==> src/rtl/spike_rate_decoder.sv <==
// spike_rate_decoder: windowed per-channel spike counting, then a sequential scan that finds the highest-rate channel.
// Define SPIKE_DECODER_EDGE_EN to count only rising edges of each spike input instead of high levels.
module spike_rate_decoder #(
  parameter int CHANNELS = 8,
  parameter int CNT_W    = 8,
  parameter int WIN_W    = 8
) (
  input  logic                        clk,
  input  logic                        rst_n,
  input  logic                        start,
  input  logic [WIN_W-1:0]            win_len,
  input  logic [CHANNELS-1:0]         spikes,
  output logic                        busy,
  output logic                        res_valid,
  input  logic                        res_ready,
  output logic [$clog2(CHANNELS)-1:0] winner,
  output logic [CNT_W-1:0]            winner_count,
  output logic                        tie
);
  localparam int IDX_W = $clog2(CHANNELS);
  typedef enum logic [1:0] {IDLE, COUNT, SCAN, DONE} state_t;
  state_t state, state_next;
  logic [WIN_W-1:0]    win_cnt;
  logic [IDX_W-1:0]    scan_idx;
  logic [CNT_W-1:0]    cnt [CHANNELS];
  logic [CNT_W-1:0]    cur;
  logic [CHANNELS-1:0] hit;
`ifdef SPIKE_DECODER_EDGE_EN
  logic [CHANNELS-1:0] prev;
  always_ff @(posedge clk or negedge rst_n)
    if (!rst_n) prev <= '0;
    else prev <= spikes;
  assign hit = spikes & ~prev;
`else
  assign hit = spikes;
`endif
  assign cur       = cnt[scan_idx];
  assign busy      = state != IDLE;
  assign res_valid = state == DONE;
  always_comb begin
    state_next = state;
    case (state)
      IDLE:    state_next = start ? COUNT : IDLE;
      COUNT:   state_next = (win_cnt == WIN_W'(1)) ? SCAN : COUNT;
      SCAN:    state_next = (scan_idx == IDX_W'(CHANNELS - 1)) ? DONE : SCAN;
      DONE:    state_next = res_ready ? IDLE : DONE;
      default: state_next = IDLE;
    endcase
  end
  // A latched window of 0 wraps through the full 2^WIN_W range before reaching 1.
  always_ff @(posedge clk or negedge rst_n)
    if (!rst_n) begin
      state        <= IDLE;
      win_cnt      <= '0;
      scan_idx     <= '0;
      winner       <= '0;
      winner_count <= '0;
      tie          <= 1'b0;
      for (int i = 0; i < CHANNELS; i++) cnt[i] <= '0;
    end else begin
      state <= state_next;
      if (state == IDLE && start) begin
        win_cnt  <= win_len;
        scan_idx <= '0;
        for (int i = 0; i < CHANNELS; i++) cnt[i] <= '0;
      end
      if (state == COUNT) begin
        win_cnt <= win_cnt - WIN_W'(1);
        for (int i = 0; i < CHANNELS; i++)
          if (hit[i] && cnt[i] != '1) cnt[i] <= cnt[i] + CNT_W'(1);
      end
      if (state == SCAN) begin
        scan_idx <= scan_idx + IDX_W'(1);
        if (scan_idx == '0 || cur > winner_count) begin
          winner       <= scan_idx;
          winner_count <= cur;
          tie          <= 1'b0;
        end else if (cur == winner_count) tie <= 1'b1;
      end
    end
endmodule

==> config.mk <==
export PLATFORM = sky130hd
export DESIGN_NAME = spike_rate_decoder
export DESIGN_NICKNAME = d
export VERILOG_FILES = /design/src/rtl/spike_rate_decoder.sv
export SDC_FILE = /design/constraint.sdc
export NUM_CORES = 1
export LEC_CHECK = 0
export ABC_AREA = 1
export CAP_MARGIN = 20
export CORE_UTILIZATION = 45
export DETAILED_ROUTE_END_ITERATION = 16
export PLACE_DENSITY = 0.7
export SLEW_MARGIN = 20
export SYNTH_ARGS = -nofsm -noshare
export SYNTH_HDL_FRONTEND = slang
export SYNTH_SLANG_ARGS = --single-unit
==> constraint.sdc <==
create_clock -name clk -period 2.7 [get_ports clk]
set_clock_uncertainty 0.15 [all_clocks]
set_input_delay 0.54 -clock clk [delete_from_list [all_inputs] [get_ports clk]]
set_output_delay 0.54 -clock clk [all_outputs]
set_load 0.005 [all_outputs]
### The metal 2 layer, run 1

Cells faint in the background.
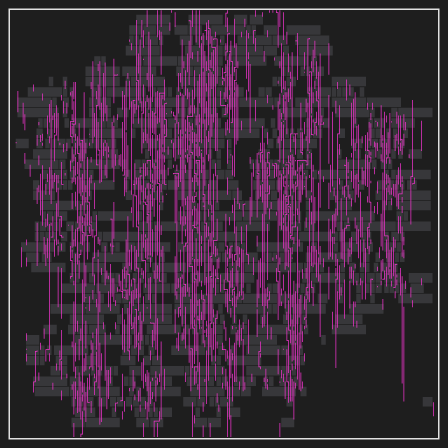
nets with wire on the layer	684
share of all routed wire	48%
longest straight run	48.3 microns
wire length on this layer	6900 microns

### Placement view, run 1

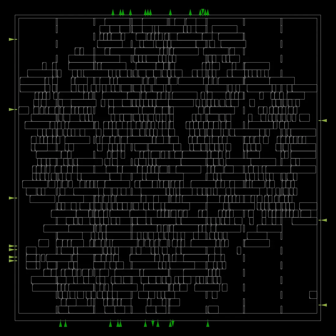
Core Area: 12000 sq um
# rows: 40
sequential share of cell area: 33.7%
fillcell total: 1078
utilization after layout: 55.4%

### Sequential cells coloured by netlist name, run 1

Other sequential cells in the stronger grey, the rest of the logic in the fainter grey.
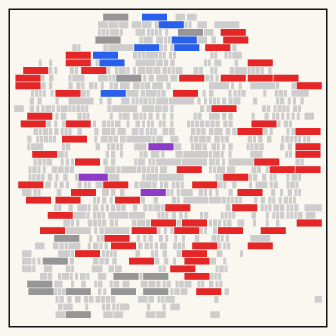
colour	signal	flops
purple	scan_idx	3
blue	winner_count	8
red	cnt	64

==> flow_summary.toml, run 1 <==
# generated from flow reports
[run_status]
outcome = "completed"

[synthesis]
ys.flops = 89
synth_area_sq_um = 5510

[detailed_routing]
drt_iter0_markers = 397

[clocking]
cts_setup_buffers = 0
cts_sinks = 89
max-clock-path-buffers = 2
cts.clk_slew.worst_paths_ns = 0.07

[global_routing]
grt_usage_pct = 23.1
met3_usage_pct = 3.91

[setup_path]
crit_end = "winner_count[6]"
crit_start = "scan_idx[0]"

[place]
dp.final_hpwl_microns = 9950

[die]
die-area_sq_um = 12700
fp.dieW_microns = 113

[cells_and_area]
nClkBuffers = 9

[sta]
rsz0062_at_grt = "true"
setup_violations = 0

[pwr]
clk-power_mw = 1.15
internal_power_mw = 3.76
### Cell area per tile, run 1

11 x 11 tiles, from white (low) to dark blue (high), 0 to 100% covered.
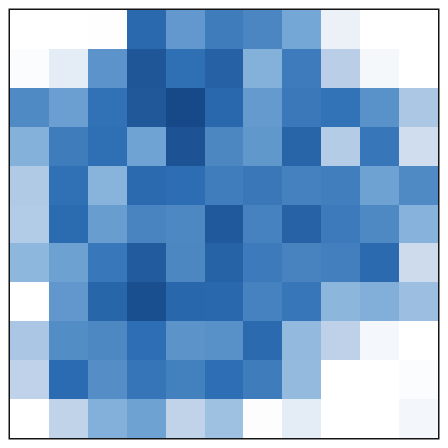

==> inputs of run 2 (changes only) <==
- CORE_UTILIZATION: 45 -> 60
- HOLD_SLACK_MARGIN: unset -> 0.12
- PLACE_DENSITY: 0.7 -> 0.87
### Cell area per tile, run 2

10 x 10 tiles, from white (low) to dark blue (high), 0 to 100% covered.
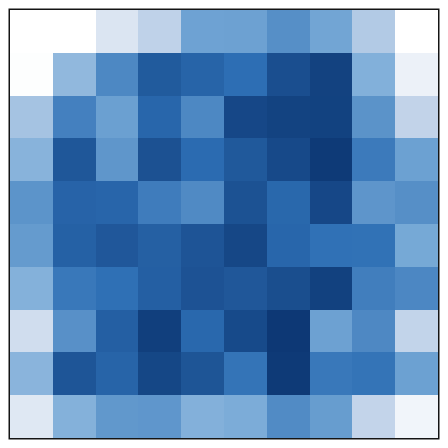
emptiest ninth of the die	north-west
mean over tiles	64%
nearly empty tiles	4.0%
tiles over 75% full	40%
fullest tile	97%

### Placement view, run 2

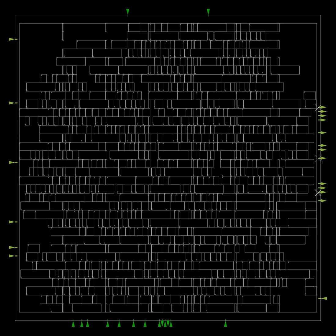
# Taps: 108
Core Area: 8810 sq um
flop count: 89
Non-Filler Instances: 924
utilization after layout: 70.7%

### The metal 2 layer, run 2

Cells faint in the background.
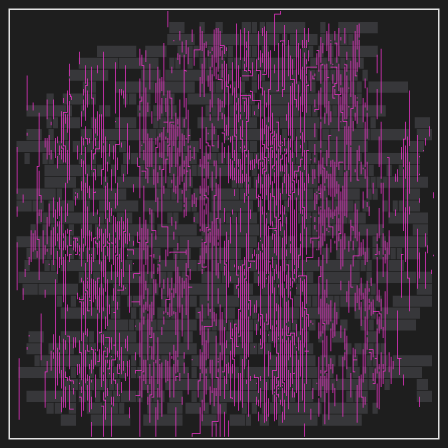
longest straight run	32.5 microns
wire length on this layer	6260 microns
nets with wire on the layer	683
main direction	vertical
share of all routed wire	46%

==> run 2 against run 1 <==
Against the previous run: the run now ends with DRC left; global-route usage is 5.6 points higher; sequential power hardly changed; area after synthesis stayed put; design area is 6.1% lower; first-iteration DRC count is 3.8% higher; routed wire length is 5.7% lower; combinational power is 16% lower; critical path type unchanged; critical endpoint is now winner_count[2]; largest power group unchanged; highest routed layer unchanged.
==> flow_summary.toml, run 2 <==
# generated from flow reports
[setup_path]
ff2ff_setup_slack_ns = 0.10
r2r_start = "scan_idx[0]"
r2r_cells = 15
crit_end = "winner_count[2]"
crit_start = "scan_idx[0]"
crit_top_cell = "nand2_1"

[cells_and_area]
seq_share_pct = 35.8
fill_cells = 674
reg.largest.list = "cnt x64, win_cnt x8, winner_count x8"
nClkBuffers = 12

[pwr]
internal_power_mw = 3.30
clk-power_mw = 0.949

[run_status]
failed_checks = "DRC"
outcome = "finished, violations left"

[synthesis]
synth_area_sq_um = 5510
adder_share_pct = 4.77
xor_share_pct = 0.159
ys.flops = 89

[detailed_routing]
drc = 4
drt_iter0_markers = 412

[place]
dpl_cell_area_sq_um = 5910
dp.final_hpwl_microns = 9430

[global_routing]
grt_usage_pct = 28.7
first_global_vias = 4807
met3_usage_pct = 6.37

[die]
rows = 34
die-area_sq_um = 9580

[clocking]
cts_setup_buffers = 0
cts_sinks = 89
cts.clk_slew.worst_paths_ns = 0.09
cts_tree = "yes"

[sta]
period_needed_ns = 2.60
setup_violations = 0
Power figures rest on the tool's default switching activity, not on a simulated workload.
